**config.mk**
```make
export PLATFORM = sky130hd
export DESIGN_NAME = mux_scan_flat
export DESIGN_NICKNAME = d
export VERILOG_FILES = /design/src/rtl/mux_scan_if.sv /design/src/rtl/mux_scan.sv /design/src/flat_wrapper.sv
export SDC_FILE = /design/constraint.sdc
export NUM_CORES = 1
export LEC_CHECK = 0
export ABC_AREA = 1
export CELL_PAD_IN_SITES_DETAIL_PLACEMENT = 1
export CELL_PAD_IN_SITES_GLOBAL_PLACEMENT = 1
export CORE_MARGIN = 5
export CORE_UTILIZATION = 22
export DETAILED_ROUTE_END_ITERATION = 6
export GPL_TIMING_DRIVEN = 0
export MAX_ROUTING_LAYER = met4
export PLACE_DENSITY_LB_ADDON = 0.1
export SYNTH_ARGS = -nofsm -noshare
export SYNTH_HDL_FRONTEND = slang
export SYNTH_SLANG_ARGS = --single-unit
```
**constraint.sdc**
```tcl
create_clock -name clk -period 4.1 [get_ports clk]
set_clock_uncertainty 0.2 [all_clocks]
set_input_delay 0.41 -clock clk [delete_from_list [all_inputs] [get_ports clk]]
set_output_delay 0.41 -clock clk [all_outputs]
set_load 0.005 [all_outputs]
```
**src/rtl/mux_scan_if.sv**
```systemverilog
// mux_scan_if: channel bank, select and valid/ready output bundle for mux_scan.
// The mode signal exists only when MUX_SCAN_EN is defined.
interface mux_scan_if #(
    parameter int unsigned WIDTH    = 8,
    parameter int unsigned CHANNELS = 8
);
    localparam int unsigned SEL_W = $clog2(CHANNELS);

    logic [CHANNELS*WIDTH-1:0] in;
    logic [SEL_W-1:0]          sel;
    logic                      load;
`ifdef MUX_SCAN_EN
    logic                      mode;
`endif
    logic [WIDTH-1:0]          out;
    logic [SEL_W-1:0]          out_ch;
    logic                      out_valid;
    logic                      out_ready;

    // Source/consumer side
    modport master (
        output in, sel, load,
`ifdef MUX_SCAN_EN
        output mode,
`endif
        output out_ready,
        input  out, out_ch, out_valid
    );

    // Multiplexer side
    modport slave (
        input  in, sel, load,
`ifdef MUX_SCAN_EN
        input  mode,
`endif
        input  out_ready,
        output out, out_ch, out_valid
    );
endinterface

```
**src/rtl/mux_scan.sv**
```systemverilog
// mux_scan: registered N-channel, W-bit multiplexer with a one-deep valid/ready output slot.
// Optional auto-scan mode is built only when MUX_SCAN_EN is defined.
module mux_scan #(
    parameter int unsigned WIDTH    = 8,
    parameter int unsigned CHANNELS = 8
) (
    input logic       clk,
    input logic       rst,
    mux_scan_if.slave bus
);
    localparam int unsigned SEL_W = $clog2(CHANNELS);

    logic [WIDTH-1:0] out_q, out_d;
    logic [SEL_W-1:0] out_ch_q, out_ch_d;
    logic             valid_q, valid_d;

    logic             slot_free;
    logic             sample;
    logic [SEL_W-1:0] ch;
    logic [WIDTH-1:0] ch_data;

`ifdef MUX_SCAN_EN
    logic [SEL_W-1:0] scan_ptr_q, scan_ptr_d;

    // Scan mode samples whenever the slot frees; manual mode needs load
    always_comb begin
        slot_free = !valid_q || bus.out_ready;
        sample    = slot_free && (bus.mode || bus.load);
        ch        = bus.mode ? scan_ptr_q : bus.sel;
    end

    // Pointer is parked at 0 outside scan mode so scanning always restarts at channel 0
    always_comb begin
        scan_ptr_d = scan_ptr_q;
        if (!bus.mode) begin
            scan_ptr_d = '0;
        end else if (sample) begin
            scan_ptr_d = (scan_ptr_q == SEL_W'(CHANNELS - 1)) ? '0 : scan_ptr_q + 1'b1;
        end
    end

    // Scan pointer register
    always_ff @(posedge clk) begin
        if (rst) scan_ptr_q <= '0;
        else     scan_ptr_q <= scan_ptr_d;
    end
`else
    // Manual-only sample decision
    always_comb begin
        slot_free = !valid_q || bus.out_ready;
        sample    = slot_free && bus.load;
        ch        = bus.sel;
    end
`endif

    // Channel select; indices past the last channel read as zero
    always_comb begin
        ch_data = '0;
        for (int k = 0; k < int'(CHANNELS); k++) begin
            if (ch == SEL_W'(k)) ch_data = bus.in[k*WIDTH +: WIDTH];
        end
    end

    // Output slot next state: sample refills, bare transfer empties, otherwise hold
    always_comb begin
        out_d    = out_q;
        out_ch_d = out_ch_q;
        valid_d  = valid_q;
        if (sample) begin
            out_d    = ch_data;
            out_ch_d = ch;
            valid_d  = 1'b1;
        end else if (valid_q && bus.out_ready) begin
            valid_d  = 1'b0;
        end
    end

    // Output slot registers
    always_ff @(posedge clk) begin
        if (rst) begin
            out_q    <= '0;
            out_ch_q <= '0;
            valid_q  <= 1'b0;
        end else begin
            out_q    <= out_d;
            out_ch_q <= out_ch_d;
            valid_q  <= valid_d;
        end
    end

    assign bus.out       = out_q;
    assign bus.out_ch    = out_ch_q;
    assign bus.out_valid = valid_q;
endmodule
```
**src/flat_wrapper.sv**
```systemverilog
// flat-port wrapper written by rule: the top's interface ports become plain ports
module mux_scan_flat 
#(
    parameter int unsigned WIDTH    = 8,
    parameter int unsigned CHANNELS = 8
)
  (clk, rst, bus_in, bus_sel, bus_load, bus_out_ready, bus_out, bus_out_ch, bus_out_valid);
  mux_scan_if #(.WIDTH(WIDTH), .CHANNELS(CHANNELS)) bus_i ();
  input logic clk;
  input logic rst;
  input wire logic [$bits(bus_i.in)-1:0] bus_in;
  input wire logic [$bits(bus_i.sel)-1:0] bus_sel;
  input wire logic [$bits(bus_i.load)-1:0] bus_load;
  input wire logic [$bits(bus_i.out_ready)-1:0] bus_out_ready;
  output wire logic [$bits(bus_i.out)-1:0] bus_out;
  output wire logic [$bits(bus_i.out_ch)-1:0] bus_out_ch;
  output wire logic [$bits(bus_i.out_valid)-1:0] bus_out_valid;
  assign bus_i.in = bus_in;
  assign bus_i.sel = bus_sel;
  assign bus_i.load = bus_load;
  assign bus_i.out_ready = bus_out_ready;
  assign bus_out = bus_i.out;
  assign bus_out_ch = bus_i.out_ch;
  assign bus_out_valid = bus_i.out_valid;
  mux_scan #(.WIDTH(WIDTH), .CHANNELS(CHANNELS)) u_core (.clk(clk), .rst(rst), .bus(bus_i));
endmodule
```
==> images/ff_map.png <==
The bar under the picture is 20 µm long.
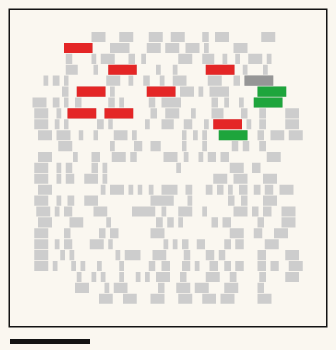
Red shows u_core.bus.out, flops 8. Green shows u_core.bus.out_ch, flops 3.
Reg area: 240 µm²
Layout Utilization: 41.9%
Sequential Power: 0.000130 W
flop share of the area: 12.3%

==> images/util_map.png <==
8 x 8 tiles, from white (low) to dark blue (high), 0 to 100% covered.
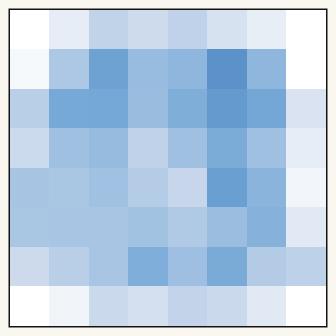
The fullest tile reaches 60%. The mean over all tiles is 30%. 7.8% of the tiles are nearly empty.
initial core utilization: 22.4%
core area: 4660 µm²

==> images/m3.png <==
The bar under the picture is 20 µm long.
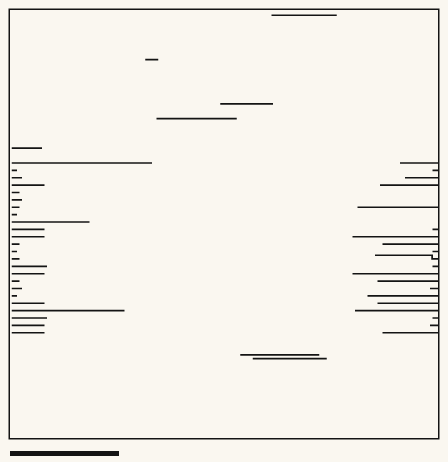
The layer carries 351 µm of wire. The layer holds 7.5% of the routed length. 49 nets have wire on it. The longest straight run is 25.5 µm.
GR met3 Demand/Resource: 4.31%
final wirelength: 4660 µm
vias post-DR: 1472

==> flow_summary.json <==
{
  "largestClassByArea": "non-clock buffers",
  "ant_nets": 0,
  "min_period_ps": 2110,
  "layout.cells.most_common_list": "clkdlybuf4s50_1 (80), nand2_1 (35), a21oi_1 (24), nand4_1 (24), inv_1 (20)",
  "cts_resized": 0,
  "drc": 0,
  "finalSetupViolCount": 0,
  "cts_setup_buffers": 0,
  "grt_pass1_vias": 1496,
  "diodes": 0,
  "gp_congestion": 0.786,
  "p_int_w": 0.000287,
  "holdPathStages": 2,
  "ys_seq_share_pct": 23.0,
  "async_reset_ff_share_pct": 0,
  "outcome": "completed",
  "avgSynthCellArea_um2": 5.99,
  "placedCellCount": 308,
  "ys.flops": 12,
  "fmax_mhz": 473,
  "pre_cts_ws_ps": 1720,
  "crit_type": "in -> reg",
  "crit_path_end_kind": "flop",
  "top_area_share_pct": 23.0,
  "die_height_um": 78.8,
  "avgViaCountPerCell": 4.73,
  "fin_nets": 330,
  "ys_area_um2": 1040,
  "cp_common_cell": "nand2_1",
  "htreeDepth": 1,
  "tool_warnings": 26,
  "tns_ps": 0,
  "leakage_nw": 0.802,
  "clkLatencyLatePin_ps": 230,
  "final_area_um2": 1950,
  "p_per_area_nw_per_um2": 205,
  "combPwrFrac_pct": 40.9,
  "powerComb_w": 0.000163,
  "peakVddDrop_uv": 110,
  "cts_num_sinks": 12,
  "gr-usage-all-layers_pct": 15.6,
  "worstPathArrival_ps": 2090,
  "wl_per_cell_um": 15.0,
  "grt_antenna_before_repair": 0
}
==> images/placed.png <==
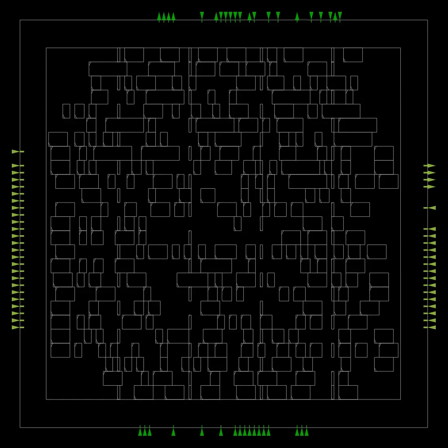
tap cell count: 54
FF+latch count: 12
FILL cells: 617
Rows: 25
Finished Layout Cells: 311

==> images/class_map.png <==
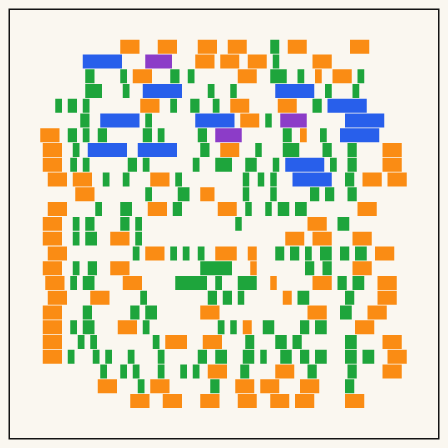
Blue shows registers, cells 12, share of their area 13%. Green shows remaining logic cells, cells 152, share of their area 39%. Orange shows remaining buffers and delay cells, cells 90, share of their area 46%. Purple shows clock-net drivers, cells 3, share of their area 2.2%.

-- critical path, delay by kind of cell --
| kind | cells | cell delay, ps |
|---|---|---|
| AOI/OAI and AO/OA | 1 | 120 |
| buffers and inverters | 3 | 750 |
| and+or+nand+nor | 4 | 800 |
-- per-layer routing --
layer / vias up / wire [µm] / track usage (%)
met5: - / 0 / -
met4: 0 / 27 / 2.06
met3: 4 / 351 / 4.31
met2: 53 / 2160 / 24.6
met1: 655 / 2120 / 20.6
li1: 760 / - / -
-- cells by family after synthesis --
logic type | count (synthesis) | synth area share, %
buf+inv | 33 | 14.3
flops | 12 | 23.0
compound gates | 32 | 16.8
simple gates | 97 | 45.9
-- sequential cells by signal, summed over array words and instances, names as in the netlist --
name	cells
u_core.bus.out_valid	1
u_core.bus.out_ch	3
u_core.bus.out	8
No activity file was given, so power comes from the tool's default toggle rates.
